<file path="src/rtl/spd_param.sv">
// spd_param: register-exchange survivor path decoder.
// Each state keeps a DEPTH-bit survivor, updated from its ACS decision on
// every accepted input. Once DEPTH inputs have been accepted since reset or
// flush, the oldest bit of the chosen state's survivor is output per input.
// Optional feature macro: SPD_BEST_STATE_EN. When defined, the decoded state
// is the minimum path metric (lowest index on ties). When undefined, state 0
// is always used and pm is ignored.

// Next survivor for one trellis state: select a predecessor, shift, append bit.
module spd_param_lane #(
  parameter int DEPTH = 15
) (
  input  logic [DEPTH-1:0] i_surv_p0,
  input  logic [DEPTH-1:0] i_surv_p1,
  input  logic             i_dec,
  input  logic             i_bit,
  output logic [DEPTH-1:0] o_surv
);
  logic [DEPTH-1:0] w_sel;

  assign w_sel  = i_dec ? i_surv_p1 : i_surv_p0;
  assign o_surv = {w_sel[DEPTH-2:0], i_bit};
endmodule

module spd_param #(
  parameter int NUM_STATES = 4,
  parameter int DEPTH      = 15,
  parameter int PM_WIDTH   = 4
) (
  input  logic                           clk,
  input  logic                           reset,
  input  logic                           in_valid,
  input  logic                           flush,
  input  logic [NUM_STATES-1:0]          dec,
  input  logic [NUM_STATES*PM_WIDTH-1:0] pm,
  output logic                           out_valid,
  output logic                           out_bit,
  output logic [$clog2(NUM_STATES)-1:0]  best_state
);
  localparam int SW = $clog2(NUM_STATES);
  localparam int CW = $clog2(DEPTH + 1);

  logic [NUM_STATES-1:0][DEPTH-1:0] r_surv;
  logic [NUM_STATES-1:0][DEPTH-1:0] w_surv_nxt;
  logic [CW-1:0]                    r_cnt;
  logic [CW-1:0]                    w_cnt_inc;
  logic [SW-1:0]                    w_best;
  logic                             w_accept;
  logic                             r_out_valid;
  logic                             r_out_bit;
  logic [SW-1:0]                    r_best_state;

  assign w_accept = in_valid & ~flush;

  // Fill counter saturates at DEPTH so output stays continuous once full.
  assign w_cnt_inc = (r_cnt == CW'(DEPTH)) ? r_cnt : r_cnt + 1'b1;

  // One exchange lane per state; predecessors are (2s mod N) and that plus one.
  for (genvar s = 0; s < NUM_STATES; s++) begin : g_lane
    localparam int   P0  = (2 * s) % NUM_STATES;
    localparam logic MSB = (s >= NUM_STATES / 2);
    spd_param_lane #(.DEPTH(DEPTH)) u_lane (
      .i_surv_p0 (r_surv[P0]),
      .i_surv_p1 (r_surv[P0+1]),
      .i_dec     (dec[s]),
      .i_bit     (MSB),
      .o_surv    (w_surv_nxt[s])
    );
  end

`ifdef SPD_BEST_STATE_EN
  logic [PM_WIDTH-1:0] w_min;

  // Linear minimum search; strict compare keeps the lowest index on ties.
  always_comb begin
    w_best = '0;
    w_min  = pm[0 +: PM_WIDTH];
    for (int s = 1; s < NUM_STATES; s++) begin
      if (pm[s*PM_WIDTH +: PM_WIDTH] < w_min) begin
        w_min  = pm[s*PM_WIDTH +: PM_WIDTH];
        w_best = SW'(s);
      end
    end
  end
`else
  logic w_unused_pm;

  // Fixed-state decoding: always trace state 0, metrics are not used.
  assign w_best      = '0;
  assign w_unused_pm = ^pm;
`endif

  // Survivors, fill count and registered outputs; flush outranks in_valid.
  always_ff @(posedge clk or negedge reset) begin
    if (!reset) begin
      r_surv       <= '0;
      r_cnt        <= '0;
      r_out_valid  <= 1'b0;
      r_out_bit    <= 1'b0;
      r_best_state <= '0;
    end else if (flush) begin
      r_surv      <= '0;
      r_cnt       <= '0;
      r_out_valid <= 1'b0;
    end else if (w_accept) begin
      r_surv       <= w_surv_nxt;
      r_cnt        <= w_cnt_inc;
      r_out_valid  <= (w_cnt_inc == CW'(DEPTH));
      r_out_bit    <= w_surv_nxt[w_best][DEPTH-1];
      r_best_state <= w_best;
    end else begin
      r_out_valid <= 1'b0;
    end
  end

  assign out_valid  = r_out_valid;
  assign out_bit    = r_out_bit;
  assign best_state = r_best_state;
endmodule
</file>
<file path="config.mk">
export PLATFORM = sky130hd
export DESIGN_NAME = spd_param
export DESIGN_NICKNAME = d
export VERILOG_FILES = /design/src/rtl/spd_param.sv
export SDC_FILE = /design/constraint.sdc
export NUM_CORES = 1
export LEC_CHECK = 0
export ABC_CLOCK_PERIOD_IN_PS = 2450
export CAP_MARGIN = 40
export CORE_ASPECT_RATIO = 1.4
export CORE_MARGIN = 3
export CORE_UTILIZATION = 54
export CTS_CLUSTER_SIZE = 10
export DETAILED_ROUTE_END_ITERATION = 8
export GPL_TIMING_DRIVEN = 0
export HOLD_SLACK_MARGIN = 0.02
export PLACE_DENSITY = 0.74
export SYNTH_ARGS = -nofsm -noshare
export SYNTH_HDL_FRONTEND = slang
export SYNTH_SLANG_ARGS = --single-unit
</file>
<file path="constraint.sdc">
create_clock -name clk -period 2.45 [get_ports clk]
set_input_delay 0.245 -clock clk [delete_from_list [all_inputs] [get_ports clk]]
set_output_delay 0.245 -clock clk [all_outputs]
set_load 0.02 [all_outputs]
</file>
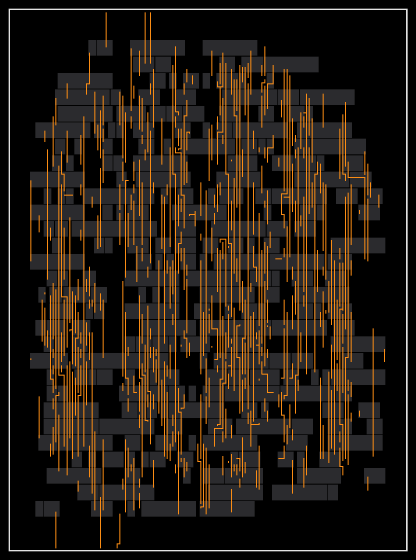
Fig. 1. The metal 2 layer.
Cells faint in the background.
longest straight run: 54.4 µm
nets with wire on the layer: 229
wire length on this layer: 2960 µm

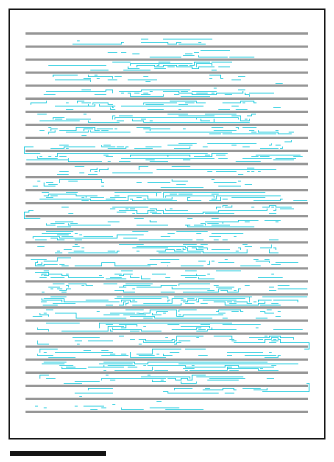
Fig. 2. M1 wires.
The bar under the picture is 20 µm long. Supply wires on this layer in grey.
longest straight run: 31.3 µm
share of all routed wire: 44%
nets with wire on the layer: 257
wire length on this layer: 2580 µm
main direction: horizontal

==> out/results.tsv <==
stage	metric	value	unit
synth	cell count after synthesis	253	
floorplanning	die span in y	89.2	µm
detailed_routing	top sig layer	met4	
detailed_routing	Vias	1933	
cells_and_area	clock network area share	2.98	%
synth	top cells by count	dfrtp_1 (55), a211oi_1 (44), nor2_1 (44), mux2i_1 (43)	
grt	total grt overflow	0	
floorplanning	Die ar.	5840	µm²
cells_and_area	nets	295	
synth	yosys cell count	253	
clock_network	Clock Latency Late Sink	0.31	ns
synth	asr flop ratio synth	100	%
synth	Post-Synthesis Mean Instance Area	10.6	µm²
power_and_ir_drop	Flop pwr share	57.1	%
timing	final setup TNS	0	ns
synth	Mux cell area share	16.5	%
clock_network	Worst-path clk slew	0.10	ns
cells_and_area	Biggest register	r_surv	
detailed_routing	First-pass DRT Iterations	4	
synth	sequential cell area fraction in the yosys report	51.5	%
placement	RePlAce Congestion	0.781	
synth	Top non-seq family	multiplexers	
cells_and_area	post-route cell area	2940	µm²
outcome	outcome	finished, final reports clean	
cells_and_area	Comb/total area	39.5	%
detailed_routing	Antenna Nets Post-Route	0	
clock_network	clock root cell	clkbuf_8	
worst_setup_path	worst path required time	2.20	ns
power_and_ir_drop	PwrDens	595	nW/µm²
cells_and_area	registers with the most flip-flops	r_surv: 49 flops, r_cnt: 4 flops	
timing	Slew HR	61.1	%
clock_network	clock tree sinks	55	
cells_and_area	fin util	63.2	%
timing	fmax	661	MHz
worst_setup_path	FF-to-FF End	r_cnt[0]	
detailed_routing	# DRC	0	
power_and_ir_drop	Switch Pwr	0.000470	W
worst_setup_path	Worst path max stage delay	0.60	ns
grt	largest net degree at the start of global routing	32	
power_and_ir_drop	sequential power	0.000997	W
floorplanning	Die Wd	65.4	µm
cells_and_area	layout cell share with drive strength beyond 1	8.89	%
synth	Flops after synth	55	
clock_network	Hold-fix buffers, CTS	1	
worst_setup_path	Critical-path top delay cell	clkdlybuf4s50_1	
cells_and_area	fin cells	332	
power_and_ir_drop	combinational power	0.000238	W
power_and_ir_drop	P_leak	1.34	nW
worst_setup_path	CP top delay family	buffers and inverters	
synth	XOR Share, Synth	0.328	%
timing	setup ws final	0.937	ns
power_and_ir_drop	Peak VDD IR	0.433	mV
flow_run	OpenROAD warning count	42	
synth	main flop type	dfrtp_1	
cells_and_area	Non-clock buffer share	7.59	%
floorplanning	tapcell count	62	
timing	Clock Skew	0.00588	ns
power_and_ir_drop	Sw Ratio	26.9	%
worst_setup_path	Critical path buffers and inverters	1	
power_and_ir_drop	clock power share	29.3	%
synth	EDFF count, synth	0	
cells_and_area	buffers outside the clock class	32	
timing	Setup violations, final	0	
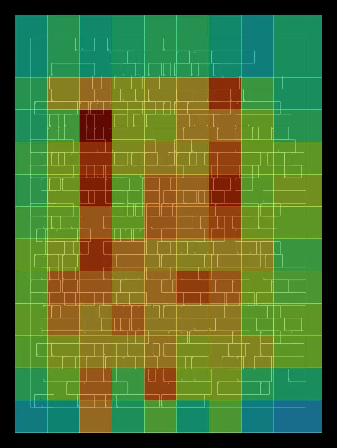
Fig. 3. Track usage over the die.
busiest grt layer: met2
grt met2 use: 38.3%
Global Route met1 Usage: 30.5%
met3 Use GR: 3.77%
WL/cell: 17.6 µm

No activity file was given, so power comes from the tool's default toggle rates.
